## config.mk

```make
export PLATFORM = sky130hd
export DESIGN_NAME = pwm_ramp_ctrl_flat
export DESIGN_NICKNAME = d
export VERILOG_FILES = /design/src/rtl/pwm_ramp_ctrl_pkg.sv /design/src/rtl/pwm_ramp_ctrl_if.sv /design/src/rtl/pwm_ramp_ctrl_timer.sv /design/src/rtl/pwm_ramp_ctrl.sv /design/src/flat_wrapper.sv
export SDC_FILE = /design/constraint.sdc
export NUM_CORES = 1
export LEC_CHECK = 0
export CAP_MARGIN = 20
export CELL_PAD_IN_SITES_DETAIL_PLACEMENT = 0
export CELL_PAD_IN_SITES_GLOBAL_PLACEMENT = 1
export CORE_MARGIN = 10
export CORE_UTILIZATION = 48
export CTS_CLUSTER_DIAMETER = 120
export CTS_CLUSTER_SIZE = 25
export DETAILED_ROUTE_END_ITERATION = 8
export PLACE_DENSITY_LB_ADDON = 0.3
export SETUP_SLACK_MARGIN = 0.3
export SLEW_MARGIN = 20
export SYNTH_ARGS = -nofsm -noshare
export SYNTH_HDL_FRONTEND = slang
export SYNTH_HIERARCHICAL = 1
export SYNTH_SLANG_ARGS = --single-unit
```

## constraint.sdc

```tcl
create_clock -name clk -period 7.94 [get_ports clk]
set_input_delay 1.191 -clock clk [delete_from_list [all_inputs] [get_ports clk]]
set_output_delay 1.191 -clock clk [all_outputs]
set_load 0.02 [all_outputs]
```

## src/rtl/pwm_ramp_ctrl_pkg.sv

```systemverilog
// Shared constants, state encoding and target clamp for the pwm soft-start sequencer.
package pwm_ramp_ctrl_pkg;

  localparam int DC_W_DEF     = 7;
  localparam int DC_MAX_DEF   = 100;
  localparam int PERIOD_W_DEF = 8;

  typedef logic [1:0] state_t;

  localparam state_t ST_IDLE = 2'd0;
  localparam state_t ST_RAMP = 2'd1;
  localparam state_t ST_HOLD = 2'd2;
  localparam state_t ST_STOP = 2'd3;

  function automatic int unsigned clamp_tgt(input int unsigned v, input int unsigned max_v);
    return (v > max_v) ? max_v : v;
  endfunction

endpackage

```

## src/rtl/pwm_ramp_ctrl_if.sv

```systemverilog
// Target-duty valid/ready handshake between the control registers and the ramp sequencer.
interface pwm_ramp_ctrl_if
  import pwm_ramp_ctrl_pkg::*;
#(
  parameter int DC_W = DC_W_DEF
);
  logic            tgt_valid;
  logic            tgt_ready;
  logic [DC_W-1:0] tgt_dc;

  modport master (output tgt_valid, output tgt_dc, input tgt_ready);
  modport slave  (input tgt_valid, input tgt_dc, output tgt_ready);
endinterface

```

## src/rtl/pwm_ramp_ctrl_timer.sv

```systemverilog
// PWM period counter with registered wrap tick, plus the step counter that paces ramp steps.
module pwm_ramp_ctrl_timer
  import pwm_ramp_ctrl_pkg::*;
#(
  parameter int PERIOD_W     = PERIOD_W_DEF,
  parameter int STEP_PERIODS = 4
) (
  input  logic clk,
  input  logic reset,
  input  logic step_clr,
  output logic period_tick,
  output logic step_en
);

  localparam int SC_W = (STEP_PERIODS > 1) ? $clog2(STEP_PERIODS) : 1;
  localparam logic [SC_W-1:0] SC_LAST = SC_W'(STEP_PERIODS - 1);

  logic [PERIOD_W-1:0] per_cnt_q, per_cnt_d;
  logic                period_tick_q, period_tick_d;
  logic [SC_W-1:0]     step_cnt_q, step_cnt_d;

  always_comb begin
    per_cnt_d     = per_cnt_q + PERIOD_W'(1);
    // tick lands in the same clk the counter reads 0, keeping phase with the pwm counter
    period_tick_d = &per_cnt_q;
    step_cnt_d    = step_cnt_q;
    if (step_clr) begin
      step_cnt_d = '0;
    end else if (period_tick_q) begin
      step_cnt_d = (step_cnt_q == SC_LAST) ? '0 : step_cnt_q + SC_W'(1);
    end
  end

  always_ff @(posedge clk or negedge reset) begin
    if (!reset) begin
      per_cnt_q     <= '0;
      period_tick_q <= 1'b0;
      step_cnt_q    <= '0;
    end else begin
      per_cnt_q     <= per_cnt_d;
      period_tick_q <= period_tick_d;
      step_cnt_q    <= step_cnt_d;
    end
  end

  assign period_tick = period_tick_q;
  assign step_en     = period_tick_q & ~step_clr & (step_cnt_q == SC_LAST);

endmodule

```

## src/rtl/pwm_ramp_ctrl.sv

```systemverilog
// Soft-start/soft-stop sequencer: slews pwm duty toward an accepted target at period boundaries.
//   state | meaning
//   IDLE  | dc held at 0, waiting for en with a non-zero target
//   RAMP  | dc stepping toward the effective target on step_en
//   HOLD  | dc equals the non-zero effective target
//   STOP  | emergency stop latched, dc and target forced to 0
module pwm_ramp_ctrl
  import pwm_ramp_ctrl_pkg::*;
#(
  parameter int DC_W         = DC_W_DEF,
  parameter int DC_MAX       = DC_MAX_DEF,
  parameter int PERIOD_W     = PERIOD_W_DEF,
  parameter int STEP_PERIODS = 4,
  parameter int STEP_SIZE    = 1
) (
  input  logic            clk,
  input  logic            reset,
  input  logic            en,
  input  logic            estop,
  pwm_ramp_ctrl_if.slave  tgt_if,
  output logic [DC_W-1:0] dc,
  output logic            period_tick,
  output logic            busy,
  output logic            at_target,
  output logic            stopped
);

  localparam logic [DC_W:0] STEP_X = (DC_W + 1)'(STEP_SIZE);

  logic            step_en, step_clr;
  state_t          state_q, state_d;
  logic [DC_W-1:0] dc_q, dc_d;
  logic [DC_W-1:0] tgt_q, tgt_d;
  logic            tgt_ready_q, tgt_ready_d;
  logic            busy_q, busy_d;
  logic            at_target_q, at_target_d;
  logic            stopped_q, stopped_d;

  logic            accept;
  logic [DC_W-1:0] eff, tgt_clamped;
  logic [DC_W:0]   dc_x, eff_x, gap_x, stride_x;

  pwm_ramp_ctrl_timer #(
    .PERIOD_W     (PERIOD_W),
    .STEP_PERIODS (STEP_PERIODS)
  ) u_timer (
    .clk         (clk),
    .reset       (reset),
    .step_clr    (step_clr),
    .period_tick (period_tick),
    .step_en     (step_en)
  );

  assign step_clr    = (state_q != ST_RAMP);
  assign tgt_clamped = DC_W'(clamp_tgt(32'(tgt_if.tgt_dc), DC_MAX));

  always_comb begin
    accept   = tgt_if.tgt_valid & tgt_ready_q;
    eff      = en ? tgt_q : '0;
    dc_x     = {1'b0, dc_q};
    eff_x    = {1'b0, eff};
    gap_x    = (eff_x > dc_x) ? (eff_x - dc_x) : (dc_x - eff_x);
    stride_x = (gap_x < STEP_X) ? gap_x : STEP_X;

    state_d = state_q;
    dc_d    = dc_q;
    // a target accepted on a step_en clk only affects the following step
    tgt_d   = accept ? tgt_clamped : tgt_q;

    case (state_q)
      ST_IDLE: begin
        dc_d = '0;
        if (en && (eff != '0)) state_d = ST_RAMP;
      end
      ST_RAMP: begin
        if (dc_q == eff) begin
          state_d = (eff == '0) ? ST_IDLE : ST_HOLD;
        end else if (step_en) begin
          dc_d = (eff_x > dc_x) ? DC_W'(dc_x + stride_x) : DC_W'(dc_x - stride_x);
        end
      end
      ST_HOLD: begin
        if (eff != dc_q) state_d = ST_RAMP;
      end
      ST_STOP: begin
        dc_d  = '0;
        tgt_d = '0;
        if (!en) state_d = ST_IDLE;
      end
      default: state_d = ST_IDLE;
    endcase

    if (estop) begin
      state_d = ST_STOP;
      dc_d    = '0;
      tgt_d   = '0;
    end

    tgt_ready_d = (state_d != ST_STOP);
    busy_d      = (state_d == ST_RAMP);
    at_target_d = (state_d == ST_HOLD);
    stopped_d   = (state_d == ST_STOP);
  end

  always_ff @(posedge clk or negedge reset) begin
    if (!reset) begin
      state_q     <= ST_IDLE;
      dc_q        <= '0;
      tgt_q       <= '0;
      tgt_ready_q <= 1'b0;
      busy_q      <= 1'b0;
      at_target_q <= 1'b0;
      stopped_q   <= 1'b0;
    end else begin
      state_q     <= state_d;
      dc_q        <= dc_d;
      tgt_q       <= tgt_d;
      tgt_ready_q <= tgt_ready_d;
      busy_q      <= busy_d;
      at_target_q <= at_target_d;
      stopped_q   <= stopped_d;
    end
  end

  assign tgt_if.tgt_ready = tgt_ready_q;
  assign dc               = dc_q;
  assign busy             = busy_q;
  assign at_target        = at_target_q;
  assign stopped          = stopped_q;

endmodule

```

## src/flat_wrapper.sv

```systemverilog
// flat-port wrapper written by rule: the top's interface ports become plain ports
module pwm_ramp_ctrl_flat import pwm_ramp_ctrl_pkg::*;
#(
  parameter int DC_W         = DC_W_DEF,
  parameter int DC_MAX       = DC_MAX_DEF,
  parameter int PERIOD_W     = PERIOD_W_DEF,
  parameter int STEP_PERIODS = 4,
  parameter int STEP_SIZE    = 1
)
  (clk, reset, en, estop, dc, period_tick, busy, at_target, stopped, tgt_if_tgt_valid, tgt_if_tgt_dc, tgt_if_tgt_ready);
  pwm_ramp_ctrl_if #(.DC_W(DC_W)) tgt_if_i ();
  input  logic clk;
  input  logic reset;
  input  logic en;
  input  logic estop;
  output logic [DC_W-1:0] dc;
  output logic period_tick;
  output logic busy;
  output logic at_target;
  output logic stopped;
  input wire logic [$bits(tgt_if_i.tgt_valid)-1:0] tgt_if_tgt_valid;
  input wire logic [$bits(tgt_if_i.tgt_dc)-1:0] tgt_if_tgt_dc;
  output wire logic [$bits(tgt_if_i.tgt_ready)-1:0] tgt_if_tgt_ready;
  assign tgt_if_i.tgt_valid = tgt_if_tgt_valid;
  assign tgt_if_i.tgt_dc = tgt_if_tgt_dc;
  assign tgt_if_tgt_ready = tgt_if_i.tgt_ready;
  pwm_ramp_ctrl #(.DC_W(DC_W), .DC_MAX(DC_MAX), .PERIOD_W(PERIOD_W), .STEP_PERIODS(STEP_PERIODS), .STEP_SIZE(STEP_SIZE)) u_core (.clk(clk), .reset(reset), .en(en), .estop(estop), .tgt_if(tgt_if_i), .dc(dc), .period_tick(period_tick), .busy(busy), .at_target(at_target), .stopped(stopped));
endmodule
```

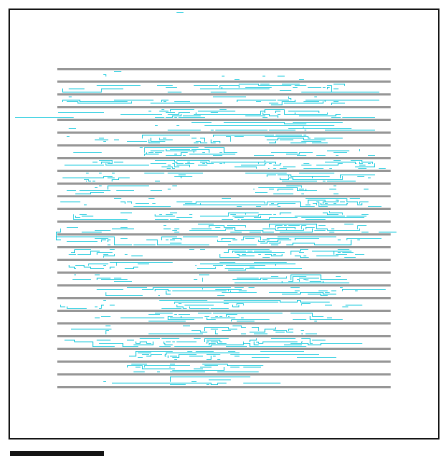
*Signal wires on met1*
Bar = 20 um. Supply wires on this layer in gray.
The layer holds 49% of the routed length. The wires run mostly horizontal. The layer carries 2,600 um of wire. 296 nets have wire on it. The longest straight run is 27.6 um.
wire length after detailed routing: 5340 um
count of vias placed by the detailed router: 1,932
met1 track demand over resource: 17.7%

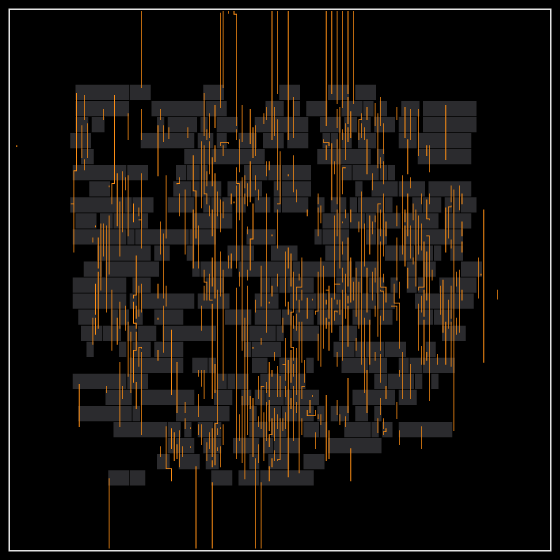
*Metal 2*
The longest straight run is 40.8 um. The layer carries 2,480 um of wire.
GR met2 Demand/Resource: 20.0%

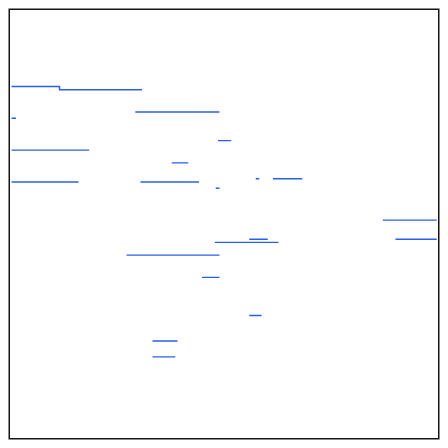
*M3 wires*
The layer carries 173 um of wire. 14 nets have wire on it.
Global Route met3 Usage: 3.46%

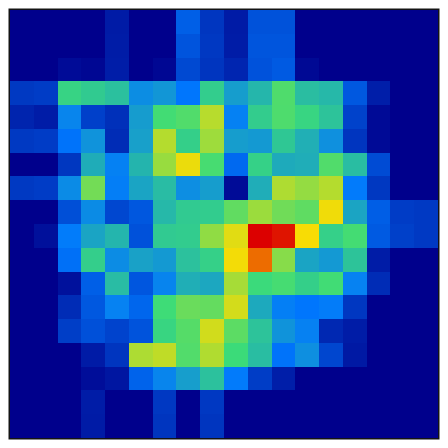
*Wiring heat map*
The die is cut into 18 by 18 equal tiles; dark blue is low, red is high, scaled to the fullest tile. Values are wire area over tile area, all layers added.
13% of the tiles are over half the peak. The emptiest ninth of the die: bottom right. The fullest tile reaches 0.47. The densest ninth of the die: middle. The mean over all tiles is 0.099. 35% of the tiles are nearly empty.

==> results_tabular.tex <==
% Generated from flow reports
\begin{tabular}{lr}
\hline
Metric & Value \\
\hline
\multicolumn{2}{l}{\textbf{Logic synthesis}} \\
Share of synthesized area spent on multiplexers & under 10\% \\
Top cells by area & dfrtp\_1, ha\_1, nand2\_1, inv\_1, xor2\_1 \\
Biggest combinational cell group after synthesis & AND-OR/OR-AND gates \\
Area share of the leading cell type in the synthesized netlist & a little under a third \\
Area figure in the yosys stat output & 0.00245 sq mm \\
Cells in synth\_stat.txt & 260 \\
Most common cell in the netlist & dfrtp\_1 \\
Count of cell types in the netlist & approximately 60 \\
Netlist area before placement & 0.00245 sq mm \\
Dominant flop cell & dfrtp\_1 \\
Post-synth top area cell & dfrtp\_1 \\
Area fraction in full adders, half adders and majority gates & 16.2\% \\
\multicolumn{2}{l}{\textbf{Worst setup path}} \\
Cell family with the largest share of critical-path delay & AND-OR/OR-AND gates \\
Critical Path Source & en \\
Most prevalent standard cell on the critical path & ha\_1 \\
Depth of the worst register-to-register path & 18 \\
Slowest cell on crit path & clkdlybuf4s50\_1 \\
Reg2reg end & u\_core/dc[6] \\
Number of buffers and inverters on the critical path & 2 \\
Worst setup path end & u\_core/dc[6] \\
\multicolumn{2}{l}{\textbf{Route}} \\
Top metal layer carrying routed signals & met4 \\
Initial detailed-routing violation count & 106 \\
Number of DRC violations after detailed routing & 0 \\
\multicolumn{2}{l}{\textbf{Finish}} \\
Fraction of final layout cells sized beyond drive strength 1 & 9.09\% \\
Antenna cells & 0 \\
Layout Nets & around 330 \\
Sequential cell count & 31 \\
Combinational Gates & 198 \\
Clock-cell share of area & 3.67\% \\
Share of cell area taken by flip-flops and latches & 27.4\% \\
Max FFs per register & 8 \\
Multi-input logic area & 0.00153 sq mm \\
Logic gate fraction of the total cell area & 54.2\% \\
Commonest non-fill, non-tap cell in the layout & dfrtp\_1 \\
Largest Register & u\_core/u\_timer/per\_cnt\_q \\
Filler-free cell count of the finished design & 353 \\
Number of ordinary and repair buffers in the finished layout & 24 \\
Area Growth Syn to Fin & 15.3\% \\
Filler cells & $\sim$470 \\
\multicolumn{2}{l}{\textbf{Floorplan}} \\
Die area & 0.00837 sq mm \\
\multicolumn{2}{l}{\textbf{Timing}} \\
Slew at the pin closest to its max-slew limit & between 0.8 and 0.9 ns \\
Period utilization & 69.8\% \\
Worst setup skew after layout & 0.00485 ns \\
Max-slew violation total from the final report & 0 \\
Setup tns final & 0 ns \\
\multicolumn{2}{l}{\textbf{Min path}} \\
Worst Min Path Start & u\_core/u\_timer/per\_cnt\_q[0] \\
\multicolumn{2}{l}{\textbf{Placement}} \\
Count of buffers from port buffering & 23 \\
Placed cell count & 345 \\
Routability-driven placement congestion ratio & 0.854 \\
\multicolumn{2}{l}{\textbf{Power and ir drop}} \\
Switching part of the total & between 40\% and 50\% \\
Power in combinational cells & approximately 0.44 mW \\
Total power of the final layout & 0.780 mW \\
Reported net switching power & 0.327 mW \\
Clock power share & 17.9\% \\
Flip-flop and latch power & around 0.2 mW \\
\multicolumn{2}{l}{\textbf{GRT}} \\
Vias in the first global route & 1,887 \\
Most Used Layer, Global Route & met2 \\
\multicolumn{2}{l}{\textbf{Status}} \\
Outcome & complete, no violations \\
\multicolumn{2}{l}{\textbf{Clocking}} \\
Post-CTS setup buffer count & 0 \\
\hline
\end{tabular}
Power is estimated from default activity; no workload was simulated.
